**config.mk**
```make
export PLATFORM = sky130hd
export DESIGN_NAME = seven_segment_capture_flat
export DESIGN_NICKNAME = d
export VERILOG_FILES = /design/src/rtl/seven_segment_pkg.sv /design/src/rtl/seven_segment_capture_if.sv /design/src/rtl/seven_segment_inverse.sv /design/src/rtl/seven_segment_capture.sv /design/src/flat_wrapper.sv
export SDC_FILE = /design/constraint.sdc
export NUM_CORES = 1
export LEC_CHECK = 0
export CAP_MARGIN = 20
export CELL_PAD_IN_SITES_DETAIL_PLACEMENT = 1
export CELL_PAD_IN_SITES_GLOBAL_PLACEMENT = 1
export CORE_MARGIN = 1
export CORE_UTILIZATION = 35
export DETAILED_ROUTE_END_ITERATION = 10
export MAX_ROUTING_LAYER = met4
export PLACE_DENSITY_LB_ADDON = 0.25
export SLEW_MARGIN = 20
export SYNTH_ARGS = -nofsm -noshare
export SYNTH_HDL_FRONTEND = slang
export SYNTH_SLANG_ARGS = --single-unit
```
**constraint.sdc**
```tcl
create_clock -name clk -period 3.1 [get_ports clk]
set_input_delay 0.465 -clock clk [delete_from_list [all_inputs] [get_ports clk]]
set_output_delay 0.465 -clock clk [all_outputs]
set_load 0.005 [all_outputs]
```
**src/rtl/seven_segment_pkg.sv**
```systemverilog
// -----------------------------------------------------------------------------
// seven_segment_pkg
// Shared definitions for the seven-segment capture path:
//   - the sixteen team segment patterns, written g..a (bit6 = g, bit0 = a),
//     active-low, so a bus sample can be compared against them directly
//   - the blank pattern (all segments off)
//   - the capture state enumeration
// -----------------------------------------------------------------------------
package seven_segment_pkg;

   localparam logic [6:0] SEG_0     = 7'b1000000;
   localparam logic [6:0] SEG_1     = 7'b1111001;
   localparam logic [6:0] SEG_2     = 7'b0100100;
   localparam logic [6:0] SEG_3     = 7'b0110000;
   localparam logic [6:0] SEG_4     = 7'b0011001;
   localparam logic [6:0] SEG_5     = 7'b0010010;
   localparam logic [6:0] SEG_6     = 7'b0000010;
   localparam logic [6:0] SEG_7     = 7'b1111000;
   localparam logic [6:0] SEG_8     = 7'b0000000;
   localparam logic [6:0] SEG_9     = 7'b0011000;
   localparam logic [6:0] SEG_A     = 7'b0001000;
   localparam logic [6:0] SEG_B     = 7'b0000011;
   localparam logic [6:0] SEG_C     = 7'b1000110;
   localparam logic [6:0] SEG_D     = 7'b0100001;
   localparam logic [6:0] SEG_E     = 7'b0000110;
   localparam logic [6:0] SEG_F     = 7'b0001110;

   localparam logic [6:0] SEG_BLANK = 7'b1111111;

   typedef enum logic [1:0] {
      IDLE   = 2'd0,
      SETTLE = 2'd1,
      HOLD   = 2'd2
   } state_t;

endpackage

```
**src/rtl/seven_segment_capture_if.sv**
```systemverilog
// -----------------------------------------------------------------------------
// seven_segment_capture_if
// Groups the display bus and the decoded results of the capture block.
//   seg       : active-low segment lines, bit0 = a .. bit6 = g
//   digit_sel : one-hot, active-high digit select
//   value     : decoded nibbles, digit i at [4i+3:4i]
//   valid     : per-digit "holds a legal nibble"
//   upd       : one-cycle pulse per accepted pattern
//   upd_idx   : digit index of the accepted pattern (meaningful with upd)
//   err       : sticky illegal-pattern flag
// master = display driver / observer side, slave = capture block.
// -----------------------------------------------------------------------------
interface seven_segment_capture_if #(
   parameter int NUM_DIGITS = 4
);
   logic [6:0]              seg;
   logic [NUM_DIGITS-1:0]   digit_sel;
   logic [4*NUM_DIGITS-1:0] value;
   logic [NUM_DIGITS-1:0]   valid;
   logic                    upd;
   logic [7:0]              upd_idx;
   logic                    err;

   modport master (
      output seg, digit_sel,
      input  value, valid, upd, upd_idx, err
   );

   modport slave (
      input  seg, digit_sel,
      output value, valid, upd, upd_idx, err
   );
endinterface

```
**src/rtl/seven_segment_inverse.sv**
```systemverilog
// -----------------------------------------------------------------------------
// seven_segment_inverse
// Combinational inverse of the team hex-to-seven-segment encoder.
//   pattern : active-low segment sample, bit0 = a .. bit6 = g
//   nibble  : decoded hex value (0 when the pattern is not a digit)
//   legal   : pattern is one of the sixteen digit patterns
//   blank   : pattern has every segment off
// -----------------------------------------------------------------------------
module seven_segment_inverse
   import seven_segment_pkg::*;
(
   input  logic [6:0] pattern,
   output logic [3:0] nibble,
   output logic       legal,
   output logic       blank
);

   // Pattern lookup; anything outside the table is reported as not legal
   always_comb begin
      nibble = 4'h0;
      legal  = 1'b1;
      case (pattern)
         SEG_0:   nibble = 4'h0;
         SEG_1:   nibble = 4'h1;
         SEG_2:   nibble = 4'h2;
         SEG_3:   nibble = 4'h3;
         SEG_4:   nibble = 4'h4;
         SEG_5:   nibble = 4'h5;
         SEG_6:   nibble = 4'h6;
         SEG_7:   nibble = 4'h7;
         SEG_8:   nibble = 4'h8;
         SEG_9:   nibble = 4'h9;
         SEG_A:   nibble = 4'hA;
         SEG_B:   nibble = 4'hB;
         SEG_C:   nibble = 4'hC;
         SEG_D:   nibble = 4'hD;
         SEG_E:   nibble = 4'hE;
         SEG_F:   nibble = 4'hF;
         default: begin
            nibble = 4'h0;
            legal  = 1'b0;
         end
      endcase
   end

   assign blank = (pattern == SEG_BLANK);

endmodule

```
**src/rtl/seven_segment_capture.sv**
```systemverilog
// -----------------------------------------------------------------------------
// seven_segment_capture
// Watches a multiplexed active-low seven-segment bus and recovers the nibble
// shown on each digit once the (segment, select) pair has been stable for
// STABLE_CYCLES consecutive samples. Exactly one update per dwell.
//   clk   : rising-edge clock
//   reset : synchronous, active-high
//   bus   : seven_segment_capture_if.slave (seg/digit_sel in, results out)
// Parameters:
//   NUM_DIGITS    : number of multiplexed digits
//   STABLE_CYCLES : identical samples required before acceptance (1..255)
// -----------------------------------------------------------------------------
module seven_segment_capture
   import seven_segment_pkg::*;
#(
   parameter int NUM_DIGITS    = 4,
   parameter int STABLE_CYCLES = 4
)(
   input  logic                   clk,
   input  logic                   reset,
   seven_segment_capture_if.slave bus
);

   localparam logic [7:0] STABLE_LAST = 8'(STABLE_CYCLES - 1);

   logic [6:0]              seg_r;
   logic [NUM_DIGITS-1:0]   sel_r;
   logic [6:0]              seg_q_r;
   logic [NUM_DIGITS-1:0]   sel_q_r;
   logic [7:0]              cnt_r;
   state_t                  state_r;
   state_t                  state_s;

   logic                    chg_s;
   logic                    onehot_s;
   logic [7:0]              ones_s;
   logic [7:0]              idx_s;
   logic                    accept_s;

   logic [3:0]              nibble_s;
   logic                    legal_s;
   logic                    blank_s;

   logic [4*NUM_DIGITS-1:0] value_r;
   logic [NUM_DIGITS-1:0]   valid_r;
   logic                    upd_r;
   logic [7:0]              upd_idx_r;
   logic                    err_r;

   // Sample the bus, and keep the previous sample so a change is visible
   always_ff @(posedge clk) begin
      seg_r   <= bus.seg;
      sel_r   <= bus.digit_sel;
      seg_q_r <= seg_r;
      sel_q_r <= sel_r;
   end

   // Count edges at which the sampled pair is reloaded with an identical value;
   // after a change it reads 0 in the same cycle the new pair first appears
   always_ff @(posedge clk) begin
      if (reset) begin
         cnt_r <= 8'd0;
      end else if ({bus.seg, bus.digit_sel} != {seg_r, sel_r}) begin
         cnt_r <= 8'd0;
      end else if (cnt_r != 8'd255) begin
         cnt_r <= cnt_r + 8'd1;
      end else begin
         cnt_r <= cnt_r;
      end
   end

   assign chg_s = ({seg_r, sel_r} != {seg_q_r, sel_q_r});

   // Population count and index of the sampled select lines
   always_comb begin
      ones_s = 8'd0;
      idx_s  = 8'd0;
      for (int i = 0; i < NUM_DIGITS; i++) begin
         if (sel_r[i]) begin
            ones_s = ones_s + 8'd1;
            idx_s  = 8'(i);
         end else begin
            ones_s = ones_s;
         end
      end
   end

   assign onehot_s = (ones_s == 8'd1);

   seven_segment_inverse u_inverse (
      .pattern (seg_r),
      .nibble  (nibble_s),
      .legal   (legal_s),
      .blank   (blank_s)
   );

   // FSM state register
   always_ff @(posedge clk) begin
      if (reset) begin
         state_r <= IDLE;
      end else begin
         state_r <= state_s;
      end
   end

   // FSM next-state logic
   always_comb begin
      state_s = state_r;
      case (state_r)
         IDLE: begin
            if (onehot_s) begin
               state_s = SETTLE;
            end else begin
               state_s = IDLE;
            end
         end
         SETTLE: begin
            if (!onehot_s) begin
               state_s = IDLE;
            end else if (chg_s) begin
               state_s = SETTLE;
            end else if (cnt_r >= STABLE_LAST) begin
               state_s = HOLD;
            end else begin
               state_s = SETTLE;
            end
         end
         HOLD: begin
            if (!chg_s) begin
               state_s = HOLD;
            end else if (onehot_s) begin
               state_s = SETTLE;
            end else begin
               state_s = IDLE;
            end
         end
         default: state_s = IDLE;
      endcase
   end

   // FSM output logic: accept once per dwell, only from SETTLE
   always_comb begin
      accept_s = 1'b0;
      case (state_r)
         SETTLE: begin
            if (onehot_s && !chg_s && (cnt_r >= STABLE_LAST)) begin
               accept_s = 1'b1;
            end else begin
               accept_s = 1'b0;
            end
         end
         default: accept_s = 1'b0;
      endcase
   end

   // Per-digit storage and update/error outputs; reset wins over acceptance
   always_ff @(posedge clk) begin
      if (reset) begin
         value_r   <= '0;
         valid_r   <= '0;
         upd_r     <= 1'b0;
         upd_idx_r <= 8'd0;
         err_r     <= 1'b0;
      end else begin
         upd_r <= accept_s;
         if (accept_s) begin
            upd_idx_r <= idx_s;
         end else begin
            upd_idx_r <= upd_idx_r;
         end
         // Blank and illegal both invalidate the digit; only illegal is an error
         err_r <= err_r | (accept_s & ~legal_s & ~blank_s);
         for (int i = 0; i < NUM_DIGITS; i++) begin
            if (accept_s && sel_r[i]) begin
               if (legal_s) begin
                  value_r[4*i +: 4] <= nibble_s;
                  valid_r[i]        <= 1'b1;
               end else begin
                  valid_r[i]        <= 1'b0;
               end
            end
         end
      end
   end

   assign bus.value   = value_r;
   assign bus.valid   = valid_r;
   assign bus.upd     = upd_r;
   assign bus.upd_idx = upd_idx_r;
   assign bus.err     = err_r;

endmodule
```
**src/flat_wrapper.sv**
```systemverilog
// flat-port wrapper written by rule: the top's interface ports become plain ports
module seven_segment_capture_flat import seven_segment_pkg::*;
#(
   parameter int NUM_DIGITS    = 4,
   parameter int STABLE_CYCLES = 4
)
  (clk, reset, bus_seg, bus_digit_sel, bus_value, bus_valid, bus_upd, bus_upd_idx, bus_err);
  seven_segment_capture_if #(.NUM_DIGITS(NUM_DIGITS)) bus_i ();
  input  logic clk;
  input  logic reset;
  input wire logic [$bits(bus_i.seg)-1:0] bus_seg;
  input wire logic [$bits(bus_i.digit_sel)-1:0] bus_digit_sel;
  output wire logic [$bits(bus_i.value)-1:0] bus_value;
  output wire logic [$bits(bus_i.valid)-1:0] bus_valid;
  output wire logic [$bits(bus_i.upd)-1:0] bus_upd;
  output wire logic [$bits(bus_i.upd_idx)-1:0] bus_upd_idx;
  output wire logic [$bits(bus_i.err)-1:0] bus_err;
  assign bus_i.seg = bus_seg;
  assign bus_i.digit_sel = bus_digit_sel;
  assign bus_value = bus_i.value;
  assign bus_valid = bus_i.valid;
  assign bus_upd = bus_i.upd;
  assign bus_upd_idx = bus_i.upd_idx;
  assign bus_err = bus_i.err;
  seven_segment_capture #(.NUM_DIGITS(NUM_DIGITS), .STABLE_CYCLES(STABLE_CYCLES)) u_core (.clk(clk), .reset(reset), .bus(bus_i));
endmodule
```
Figure 1. Cells colored by class.
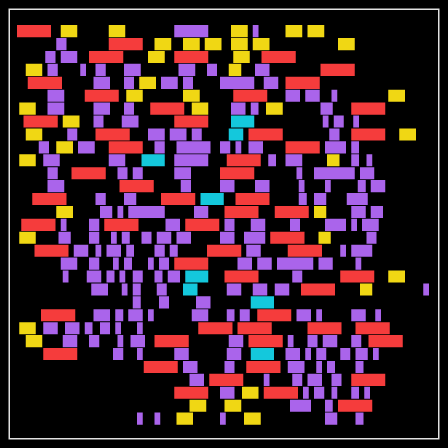
[remaining logic cells] purple | cells: 198 | share of their area: 47%
[remaining buffers and delay cells] yellow | cells: 41 | share of their area: 13%
[clock drivers and dummy loads] cyan | cells: 8 | share of their area: 3.3%
[sequential cells] red | cells: 56 | share of their area: 36%
utilization after layout: 43.41%
finished layout cell area: 0.003199 mm²
area of the core: 0.007370 mm²
row count: 31

Figure 2. Routing congestion.
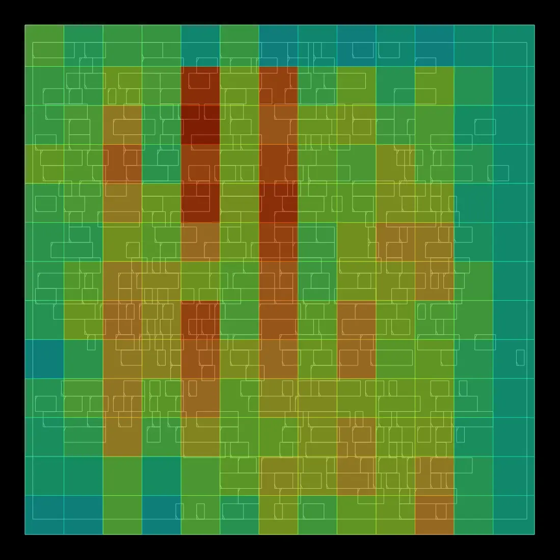
routing usage on met3: 2.369%
Total GRT Usage: 15.77%
busiest grt layer: met2

==> reports/metrics.sh <==
OUTCOME='finished clean'
NNETSFINAL=319
DIE_HEIGHT_UM=90.14
LAYOUT.AREA.COMB_MM2=0.001430
P_TOTAL_W=0.001325
MOST-COMMON-LAYOUT-CELLS='sky130_fd_sc_hd__dfxtp_1 (56), sky130_fd_sc_hd__clkdlybuf4s50_1 (36), sky130_fd_sc_hd__xor2_1 (26)'
SYNTH-EDFF-COUNT=0
CRITICAL_PATH.ENDPOINT_TYPE='register'
YOSYS.AREA_SHARE.ADDER_PCT=1.841
XOR_AREA_SHARE_PCT=9.664
POWER.COMBINATIONAL.TOTAL_W=0.000123
GRT_PASS1_VIAS=2006
CTS_BUFFER_DEPTH=2
COUNT_OF_DISTINCT_CELL_TYPES_IN_THE_SYNTHESIZED_NETLIST=53
SWITCHING_SHARE_PCT=25.72
POST-CTS-SETUP-BUFFERS=0
GRT_USE_MET2_PCT=26.84
PIN_COUNT_OF_THE_BIGGEST_NET_ENTERING_GLOBAL_ROUTING=31
MOST_INSTANTIATED_FLIP_FLOP_CELL_IN_THE_SYNTHESIS_NETLIST='sky130_fd_sc_hd__dfxtp_1'
WORSTHOLDPATHTYPE='reg -> reg'
SETUP_TOTAL_NEGATIVE_SLACK_PS=0
CLOCK_SINK_COUNT=56
CLOCK_BUFFER_INSTANCE_COUNT_OF_THE_FINAL_LAYOUT=6
DP.FINAL_HPWL_UM=4230
CRITICAL-PATH-MAX-STAGE-DELAY_PS=350
PLACE.GP.CONGESTION=0.7809
Figure 3. Placement density heat map.
Bar = 20 µm. 9 x 9 tiles, from black (low) to pale yellow (high), 0 to 100% covered.
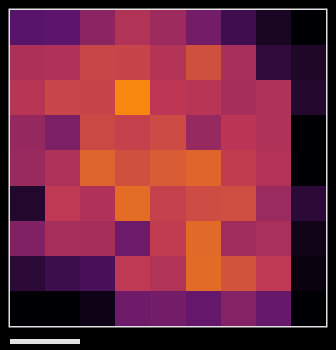
mean over tiles: 38%
densest ninth of the die: middle
fullest tile: 74%
nearly empty tiles: 7.4%

